Fig. 1: run 1, metal layers overlaid
Two of the layers only.
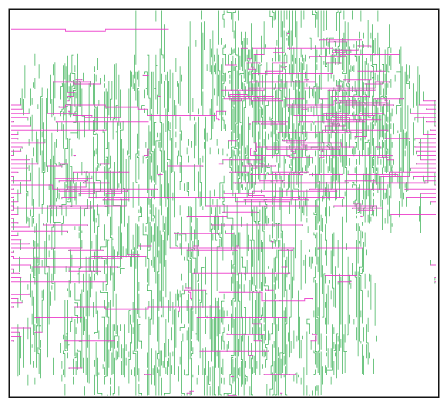
Fig. 2: run 1, nets reached from selected ports
Scale bar: 50 um.
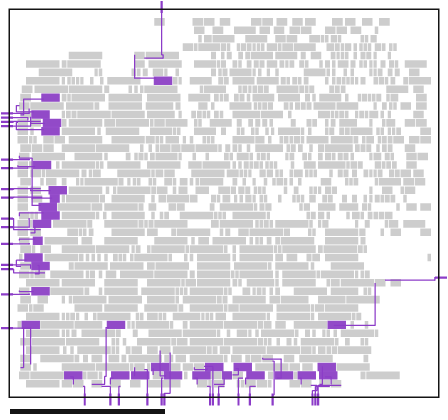
Fig. 3: run 1, signal wires on met1
Scale bar: 50 um. Supply wires on this layer in grey.
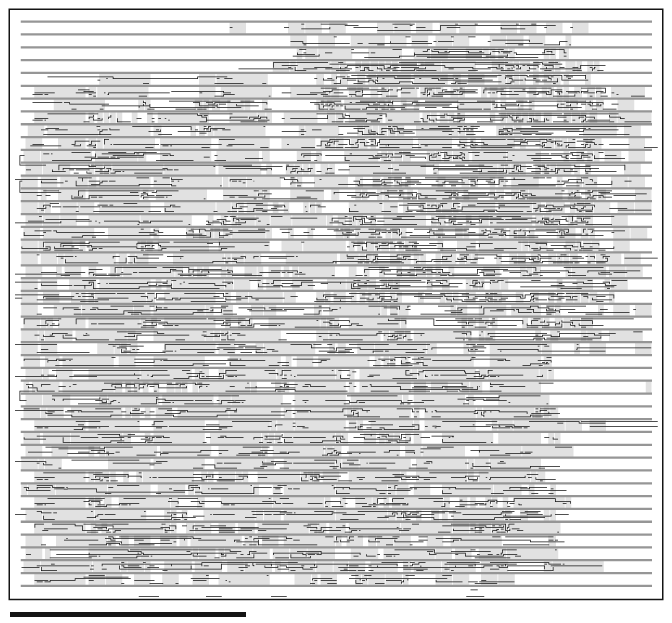
`src/rtl/wb_merge_if.sv`:
```
// Write-back merge bundle: ALU write, load issue, load response and register file write port.
// The core side uses master. wb_merge uses slave.
interface wb_merge_if;
  logic        alu_we;
  logic [4:0]  alu_wn;
  logic [31:0] alu_wd;
  logic        ld_issue;
  logic [4:0]  ld_issue_wn;
  // Response handshake: a beat transfers on a posedge where ld_rsp_valid && ld_rsp_ready.
  // The producer holds wn/data stable while valid is high. Ready never depends on valid.
  logic        ld_rsp_valid;
  logic [4:0]  ld_rsp_wn;
  logic [31:0] ld_rsp_data;
  logic        ld_rsp_ready;
  logic        RegWrite;
  logic [4:0]  WN;
  logic [31:0] WD;
  logic [31:0] busy;
  logic        hazard_err;

  modport master (
    output alu_we, alu_wn, alu_wd, ld_issue, ld_issue_wn,
           ld_rsp_valid, ld_rsp_wn, ld_rsp_data,
    input  ld_rsp_ready, RegWrite, WN, WD, busy, hazard_err
  );

  modport slave (
    input  alu_we, alu_wn, alu_wd, ld_issue, ld_issue_wn,
           ld_rsp_valid, ld_rsp_wn, ld_rsp_data,
    output ld_rsp_ready, RegWrite, WN, WD, busy, hazard_err
  );
endinterface

```
`src/rtl/wb_merge.sv`:
```
// Merges same-cycle ALU writes with late load responses onto one register file write port.
// Define WB_MERGE_BYPASS_EN to let a response go straight to an idle port when the queue is empty.
module wb_merge #(
  parameter int coreID   = 0,
  parameter int LQ_DEPTH = 4
) (
  input  logic                      clk,
  input  logic                      reset,
  wb_merge_if.slave                 bus,
  output logic [$clog2(LQ_DEPTH):0] lq_count
);
  localparam int PW = $clog2(LQ_DEPTH);
  localparam int CW = PW + 1;

  logic [4:0]    wn_mem_q   [LQ_DEPTH];
  logic [31:0]   data_mem_q [LQ_DEPTH];
  logic [PW-1:0] rd_ptr_q, rd_ptr_d, wr_ptr_q, wr_ptr_d;
  logic [CW-1:0] count_q, count_d;
  logic [31:0]   busy_q, busy_d;
  logic          haz_q, haz_d;

  logic          alu_eff, lq_empty, accept, push, pop, byp;
  logic          ld_wr;
  logic [4:0]    ld_wr_wn;
  logic [31:0]   ld_wr_data;
  logic          unused_core_id;

  assign unused_core_id = ^32'(coreID);

  always_comb begin
    alu_eff          = bus.alu_we && (bus.alu_wn != 5'd0);
    lq_empty         = (count_q == '0);
    bus.ld_rsp_ready = !reset && (count_q < CW'(LQ_DEPTH));
    byp              = 1'b0;
`ifdef WB_MERGE_BYPASS_EN
    byp              = !reset && !alu_eff && lq_empty && bus.ld_rsp_valid;
`endif
    pop              = !reset && !alu_eff && !lq_empty;
    accept           = bus.ld_rsp_valid && bus.ld_rsp_ready;
    push             = accept && !byp;
  end

  // Load-path write: queue head first, otherwise a bypassed response. r0 targets are consumed silently.
  always_comb begin
    ld_wr      = 1'b0;
    ld_wr_wn   = 5'd0;
    ld_wr_data = 32'd0;
    if (pop) begin
      ld_wr_wn   = wn_mem_q[rd_ptr_q];
      ld_wr_data = data_mem_q[rd_ptr_q];
      ld_wr      = (ld_wr_wn != 5'd0);
    end else if (byp) begin
      ld_wr_wn   = bus.ld_rsp_wn;
      ld_wr_data = bus.ld_rsp_data;
      ld_wr      = (ld_wr_wn != 5'd0);
    end
  end

  always_comb begin
    bus.RegWrite = 1'b0;
    bus.WN       = 5'd0;
    bus.WD       = 32'd0;
    if (alu_eff && !reset) begin
      bus.RegWrite = 1'b1;
      bus.WN       = bus.alu_wn;
      bus.WD       = bus.alu_wd;
    end else if (ld_wr) begin
      bus.RegWrite = 1'b1;
      bus.WN       = ld_wr_wn;
      bus.WD       = ld_wr_data;
    end
  end

  always_comb begin
    rd_ptr_d = rd_ptr_q + PW'(pop);
    wr_ptr_d = wr_ptr_q + PW'(push);
    count_d  = count_q + CW'(push) - CW'(pop);

    // Set after clear so a same-cycle reissue keeps the register busy.
    busy_d = busy_q;
    if (ld_wr) busy_d[ld_wr_wn] = 1'b0;
    if (bus.ld_issue && (bus.ld_issue_wn != 5'd0)) busy_d[bus.ld_issue_wn] = 1'b1;
    busy_d[0] = 1'b0;

    haz_d = haz_q;
    if (alu_eff && busy_q[bus.alu_wn]) haz_d = 1'b1;
    if (bus.ld_issue && (bus.ld_issue_wn != 5'd0) && busy_q[bus.ld_issue_wn]) haz_d = 1'b1;
    if (ld_wr && !busy_q[ld_wr_wn]) haz_d = 1'b1;
  end

  always_ff @(posedge clk) begin
    if (reset) begin
      rd_ptr_q <= '0;
      wr_ptr_q <= '0;
      count_q  <= '0;
      busy_q   <= '0;
      haz_q    <= 1'b0;
    end else begin
      rd_ptr_q <= rd_ptr_d;
      wr_ptr_q <= wr_ptr_d;
      count_q  <= count_d;
      busy_q   <= busy_d;
      haz_q    <= haz_d;
    end
  end

  // Storage needs no reset: entries are only read while count_q says they are valid.
  always_ff @(posedge clk) begin
    if (push) begin
      wn_mem_q[wr_ptr_q]   <= bus.ld_rsp_wn;
      data_mem_q[wr_ptr_q] <= bus.ld_rsp_data;
    end
  end

  assign bus.busy       = busy_q;
  assign bus.hazard_err = haz_q;
  assign lq_count       = count_q;
endmodule

```
`src/flat_wrapper.sv`:
```
// flat-port wrapper written by rule: the top's interface ports become plain ports
module wb_merge_flat 
#(
  parameter int coreID   = 0,
  parameter int LQ_DEPTH = 4
)
  (clk, reset, lq_count, bus_alu_we, bus_alu_wn, bus_alu_wd, bus_ld_issue, bus_ld_issue_wn, bus_ld_rsp_valid, bus_ld_rsp_wn, bus_ld_rsp_data, bus_ld_rsp_ready, bus_RegWrite, bus_WN, bus_WD, bus_busy, bus_hazard_err);
  wb_merge_if bus_i ();
  input  logic clk;
  input  logic reset;
  output logic [$clog2(LQ_DEPTH):0] lq_count;
  input wire logic [$bits(bus_i.alu_we)-1:0] bus_alu_we;
  input wire logic [$bits(bus_i.alu_wn)-1:0] bus_alu_wn;
  input wire logic [$bits(bus_i.alu_wd)-1:0] bus_alu_wd;
  input wire logic [$bits(bus_i.ld_issue)-1:0] bus_ld_issue;
  input wire logic [$bits(bus_i.ld_issue_wn)-1:0] bus_ld_issue_wn;
  input wire logic [$bits(bus_i.ld_rsp_valid)-1:0] bus_ld_rsp_valid;
  input wire logic [$bits(bus_i.ld_rsp_wn)-1:0] bus_ld_rsp_wn;
  input wire logic [$bits(bus_i.ld_rsp_data)-1:0] bus_ld_rsp_data;
  output wire logic [$bits(bus_i.ld_rsp_ready)-1:0] bus_ld_rsp_ready;
  output wire logic [$bits(bus_i.RegWrite)-1:0] bus_RegWrite;
  output wire logic [$bits(bus_i.WN)-1:0] bus_WN;
  output wire logic [$bits(bus_i.WD)-1:0] bus_WD;
  output wire logic [$bits(bus_i.busy)-1:0] bus_busy;
  output wire logic [$bits(bus_i.hazard_err)-1:0] bus_hazard_err;
  assign bus_i.alu_we = bus_alu_we;
  assign bus_i.alu_wn = bus_alu_wn;
  assign bus_i.alu_wd = bus_alu_wd;
  assign bus_i.ld_issue = bus_ld_issue;
  assign bus_i.ld_issue_wn = bus_ld_issue_wn;
  assign bus_i.ld_rsp_valid = bus_ld_rsp_valid;
  assign bus_i.ld_rsp_wn = bus_ld_rsp_wn;
  assign bus_i.ld_rsp_data = bus_ld_rsp_data;
  assign bus_ld_rsp_ready = bus_i.ld_rsp_ready;
  assign bus_RegWrite = bus_i.RegWrite;
  assign bus_WN = bus_i.WN;
  assign bus_WD = bus_i.WD;
  assign bus_busy = bus_i.busy;
  assign bus_hazard_err = bus_i.hazard_err;
  wb_merge #(.coreID(coreID), .LQ_DEPTH(LQ_DEPTH)) u_core (.clk(clk), .reset(reset), .bus(bus_i), .lq_count(lq_count));
endmodule
```
`config.mk`:
```
export PLATFORM = sky130hd
export DESIGN_NAME = wb_merge_flat
export DESIGN_NICKNAME = d
export VERILOG_FILES = /design/src/rtl/wb_merge_if.sv /design/src/rtl/wb_merge.sv /design/src/flat_wrapper.sv
export SDC_FILE = /design/constraint.sdc
export NUM_CORES = 1
export LEC_CHECK = 0
export ABC_AREA = 1
export CORE_ASPECT_RATIO = 0.9
export CORE_MARGIN = 2
export CORE_UTILIZATION = 55
export CTS_CLUSTER_SIZE = 24
export DETAILED_ROUTE_END_ITERATION = 12
export PLACE_DENSITY = 0.85
export SLEW_MARGIN = 20
export SYNTH_ARGS = -nofsm -noshare
export SYNTH_HDL_FRONTEND = slang
export SYNTH_SLANG_ARGS = --single-unit
```
`constraint.sdc`:
```
create_clock -name clk -period 8.75 [get_ports clk]
set_clock_uncertainty 0.1 [all_clocks]
set_input_delay 2.1875 -clock clk [delete_from_list [all_inputs] [get_ports clk]]
set_output_delay 2.1875 -clock clk [all_outputs]
set_load 0.01 [all_outputs]
```
==> Flow_metrics.wiki, run 1 <==
== Run summary ==
{| class="wikitable"
! Metric !! Value
|-
| Outcome || finished clean
|-
| Post-synthesis instance total || 925
|-
| Die Y-Extent || 125 um
|-
| Area of the multi-input gates || 0.00327 sq mm
|-
| Most frequent cells in the layout || sky130_fd_sc_hd__nand2_1, sky130_fd_sc_hd__clkdlybuf4s50_1, sky130_fd_sc_hd__edfxtp_1
|-
| Number of vias per cell || 5.90
|-
| Met2 WL || 11700 um
|-
| Placed inst area || 0.0107 sq mm
|-
| Type of the setup path with the least slack || input port to primary output
|-
| Reg clk slew, reported paths || 70 ps
|-
| Area share, top type || 49.8%
|-
| Clock network power consumption || 738 uW
|-
| Yosys Instances || 925
|-
| Drt first pass iters || 6
|-
| Most heavily used metal layer in global routing || met2
|-
| Most numerous cell types in the synthesized netlist || sky130_fd_sc_hd__nand2_1, sky130_fd_sc_hd__edfxtp_1, sky130_fd_sc_hd__a21oi_1, sky130_fd_sc_hd__o21ai_0, sky130_fd_sc_hd__inv_1
|-
| Setup crit end kind || primary output
|-
| Root buf cell || sky130_fd_sc_hd__clkbuf_16
|-
| Max reg flops || 128
|-
| Share of final-layout standard cells stronger than drive strength 1 || 9.52%
|-
| Share of the core filled with cells in the final layout || 70.1%
|-
| Final Setup Violations || 0
|-
| Slew Limit Fails || 0
|-
| Number of DRC violations after detailed-routing iteration 0 || 921
|-
| Horiz. Die Dim || 138 um
|-
| Final Instance Count excl. Fillers || 1289
|-
| Clock network latency to the later pin of the worst-skew pair || 420 ps
|-
| Share of synthesized area occupied by flip-flops and latches || 58.5%
|-
| Worst Setup EP || bus_WD[31]
|-
| Internal power of the cells || 1.56 mW
|-
| Number of distinct library cells after synthesis || 39
|-
| Power per standard cell area || 200 mW/mm^2
|-
| Number of cells on the worst reg-to-reg path || 14
|-
| Cell chain of the critical path || clkdlybuf4s50_1 -> nor2_8 -> nand3_4 -> a21oi_4 -> nand2_4 -> inv_2 -> nor2_1 -> nand2_2 -> inv_2 -> o41ai_1 -> clkdlybuf4s50_1
|-
| Sink count of the clock tree || 187
|-
| Tally of OpenROAD warnings || 26
|-
| Destination of the worst register-to-register timing path || u_core.bus.hazard_err$_SDFFE_PP0P_
|-
| Portion of netlist area occupied by mux cells || 0%
|}
-- Fig. 1 (at the start) --
Key: met3 = magenta [wire length 2530 um]; met2 = green [wire length 11700 um]

-- Fig. 2 (at the start) --
Key: `bus_WD` = purple [bits 32, direction output, end cells 32, buffers 32, wire 547 um]

-- Fig. 3 (at the start) --
The layer carries 9860 um of wire. 1027 nets have wire on it. The layer holds 40% of the routed length.

Fig. 4: run 1, routing congestion map
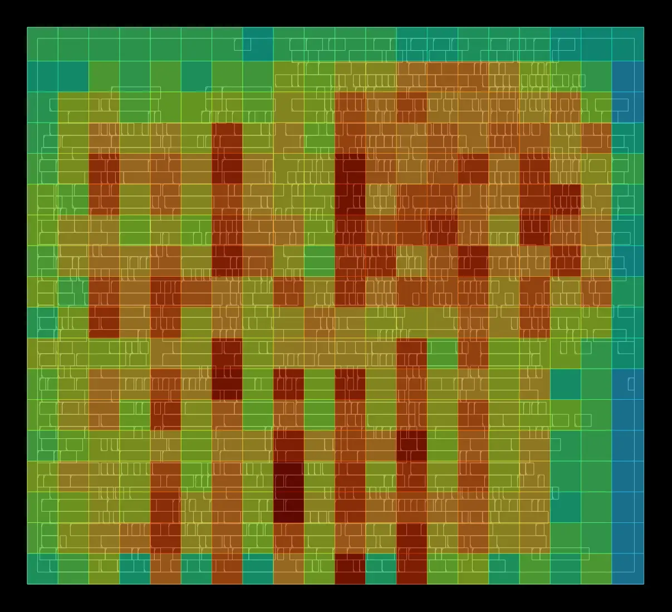

==> run 2: changes to the inputs <==
CORE_UTILIZATION = 48   (was 55)
PLACE_DENSITY = 0.79   (was 0.85)
clock period = 6.8 ns   (was 8.75 ns; I/O delays follow)
Fig. 5: run 2, routing congestion map
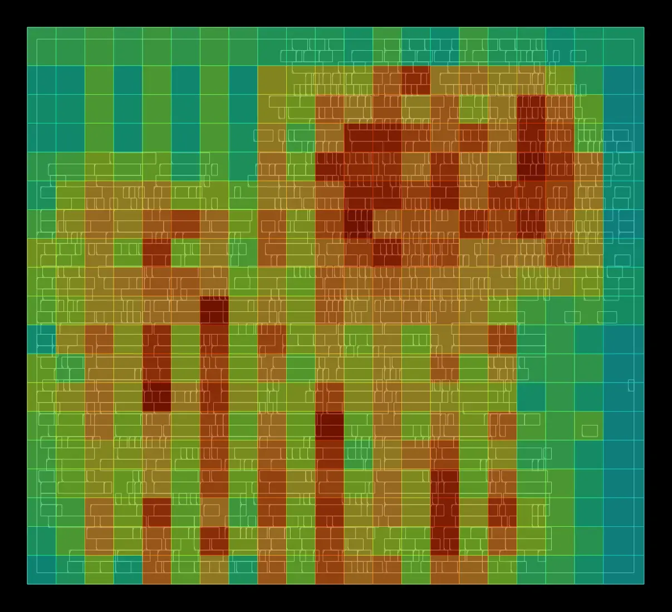
met1 usage: 33.4%
wire length per cell after detailed routing: 17.9 um
fraction of met2 tracks used by global routing: 37.1%
GRT Util Overall: 24.3%

Fig. 6: run 2, signal wires on met1
Scale bar: 50 um. Supply wires on this layer in grey.
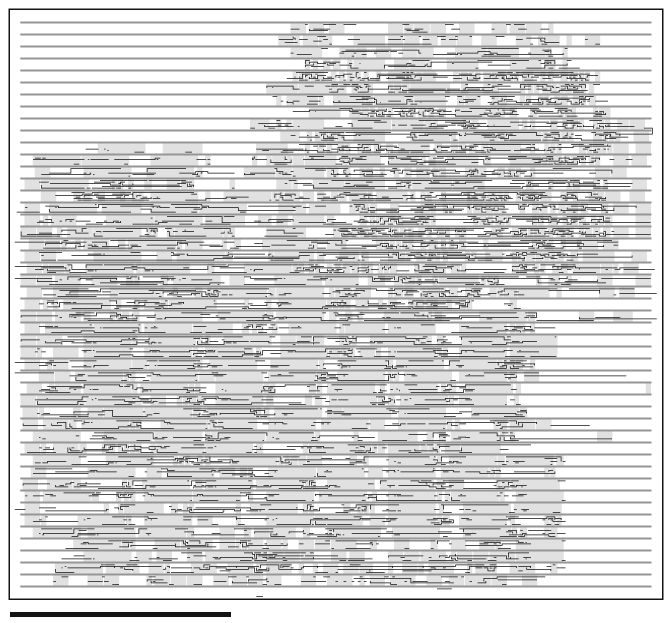
The layer holds 41% of the routed length. The wires run mostly horizontal. The layer carries 9740 um of wire.

Fig. 7: run 2, metal layers overlaid
Two of the layers only.
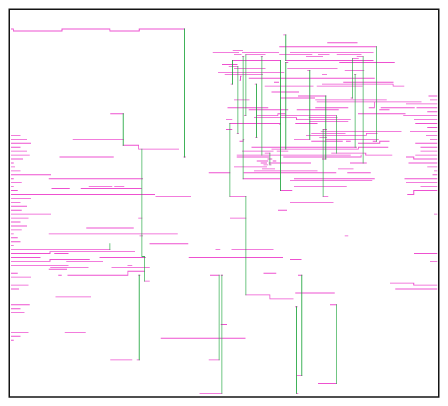
Key: met3 = magenta [wire length 2340 um]; met4 = green [wire length 778 um]

==> run 2 against run 1 <==
Against the previous run: critical path depth did not move; final cell count increased by 2.9%; design area hardly changed; first-iteration DRC count decreased by 13%; die area increased by 14%; core utilization shrank 8.6 points; register-to-register slack lost 1800 ps; critical endpoint unchanged.
==> Flow_metrics.wiki, run 2 <==
== Run summary ==
{| class="wikitable"
! Metric !! Value
|-
| Portion of netlist area occupied by mux cells || 0%
|-
| Slew Limit Fails || 0
|-
| Worst Setup EP || bus_WD[31]
|-
| Outcome || finished clean
|-
| Yosys Instances || 925
|-
| Final Setup Violations || 0
|-
| Tally of OpenROAD warnings || 26
|-
| Number of DRC violations after detailed-routing iteration 0 || 803
|-
| Share of the core filled with cells in the final layout || 61.5%
|-
| Sequential cell count || 187
|-
| Root buf cell || sky130_fd_sc_hd__clkbuf_16
|-
| Setup crit end kind || primary output
|-
| Most frequent cells in the layout || sky130_fd_sc_hd__nand2_1, sky130_fd_sc_hd__clkdlybuf4s50_1, sky130_fd_sc_hd__edfxtp_1
|-
| Total placed cells including tap cells || 1294
|-
| Clock network power consumption || 888 uW
|-
| Horiz. Die Dim || 148 um
|-
| Most heavily used metal layer in global routing || met2
|-
| Cell chain of the critical path || clkdlybuf4s50_1 -> nor2_1 -> nand3_4 -> a21oi_4 -> nand2_4 -> inv_2 -> nor2_1 -> nand2_2 -> inv_2 -> o41ai_1 -> clkdlybuf4s50_1
|-
| Inverters, non-clock || 62
|-
| Area share, top type || 49.8%
|-
| Die Y-Extent || 133 um
|-
| Number of enable flip-flop cells || 148
|-
| Area of the multi-input gates || 0.00326 sq mm
|-
| Share of synthesized area occupied by flip-flops and latches || 58.5%
|-
| Post-synthesis instance total || 925
|-
| Internal power of the cells || 1.97 mW
|-
| Met2 WL || 10900 um
|-
| Reg clk slew, reported paths || 70 ps
|-
| Hold path cells || 2
|-
| Estimated wirelength of the detail-placed design || 15600 um
|-
| Drt first pass iters || 5
|-
| Power per standard cell area || 252 mW/mm^2
|-
| Destination of the worst register-to-register timing path || u_core.bus.hazard_err$_SDFFE_PP0P_
|-
| Antenna violations before repair || 2
|-
| Number of distinct library cells after synthesis || 39
|-
| Final Instance Count excl. Fillers || 1326
|-
| Worst Hold Path EP || u_core.bus.busy[6]$_SDFF_PP0_
|-
| Highest signal layer in the routed design || met5
|-
| TritonCTS clock tree || done
|-
| Type of the setup path with the least slack || input port to primary output
|-
| Number of cells on the worst reg-to-reg path || 15
|-
| Max reg flops || 128
|-
| Number of vias per cell || 5.54
|-
| Clock network latency to the later pin of the worst-skew pair || 430 ps
|}
Power is estimated from default activity; no workload was simulated.
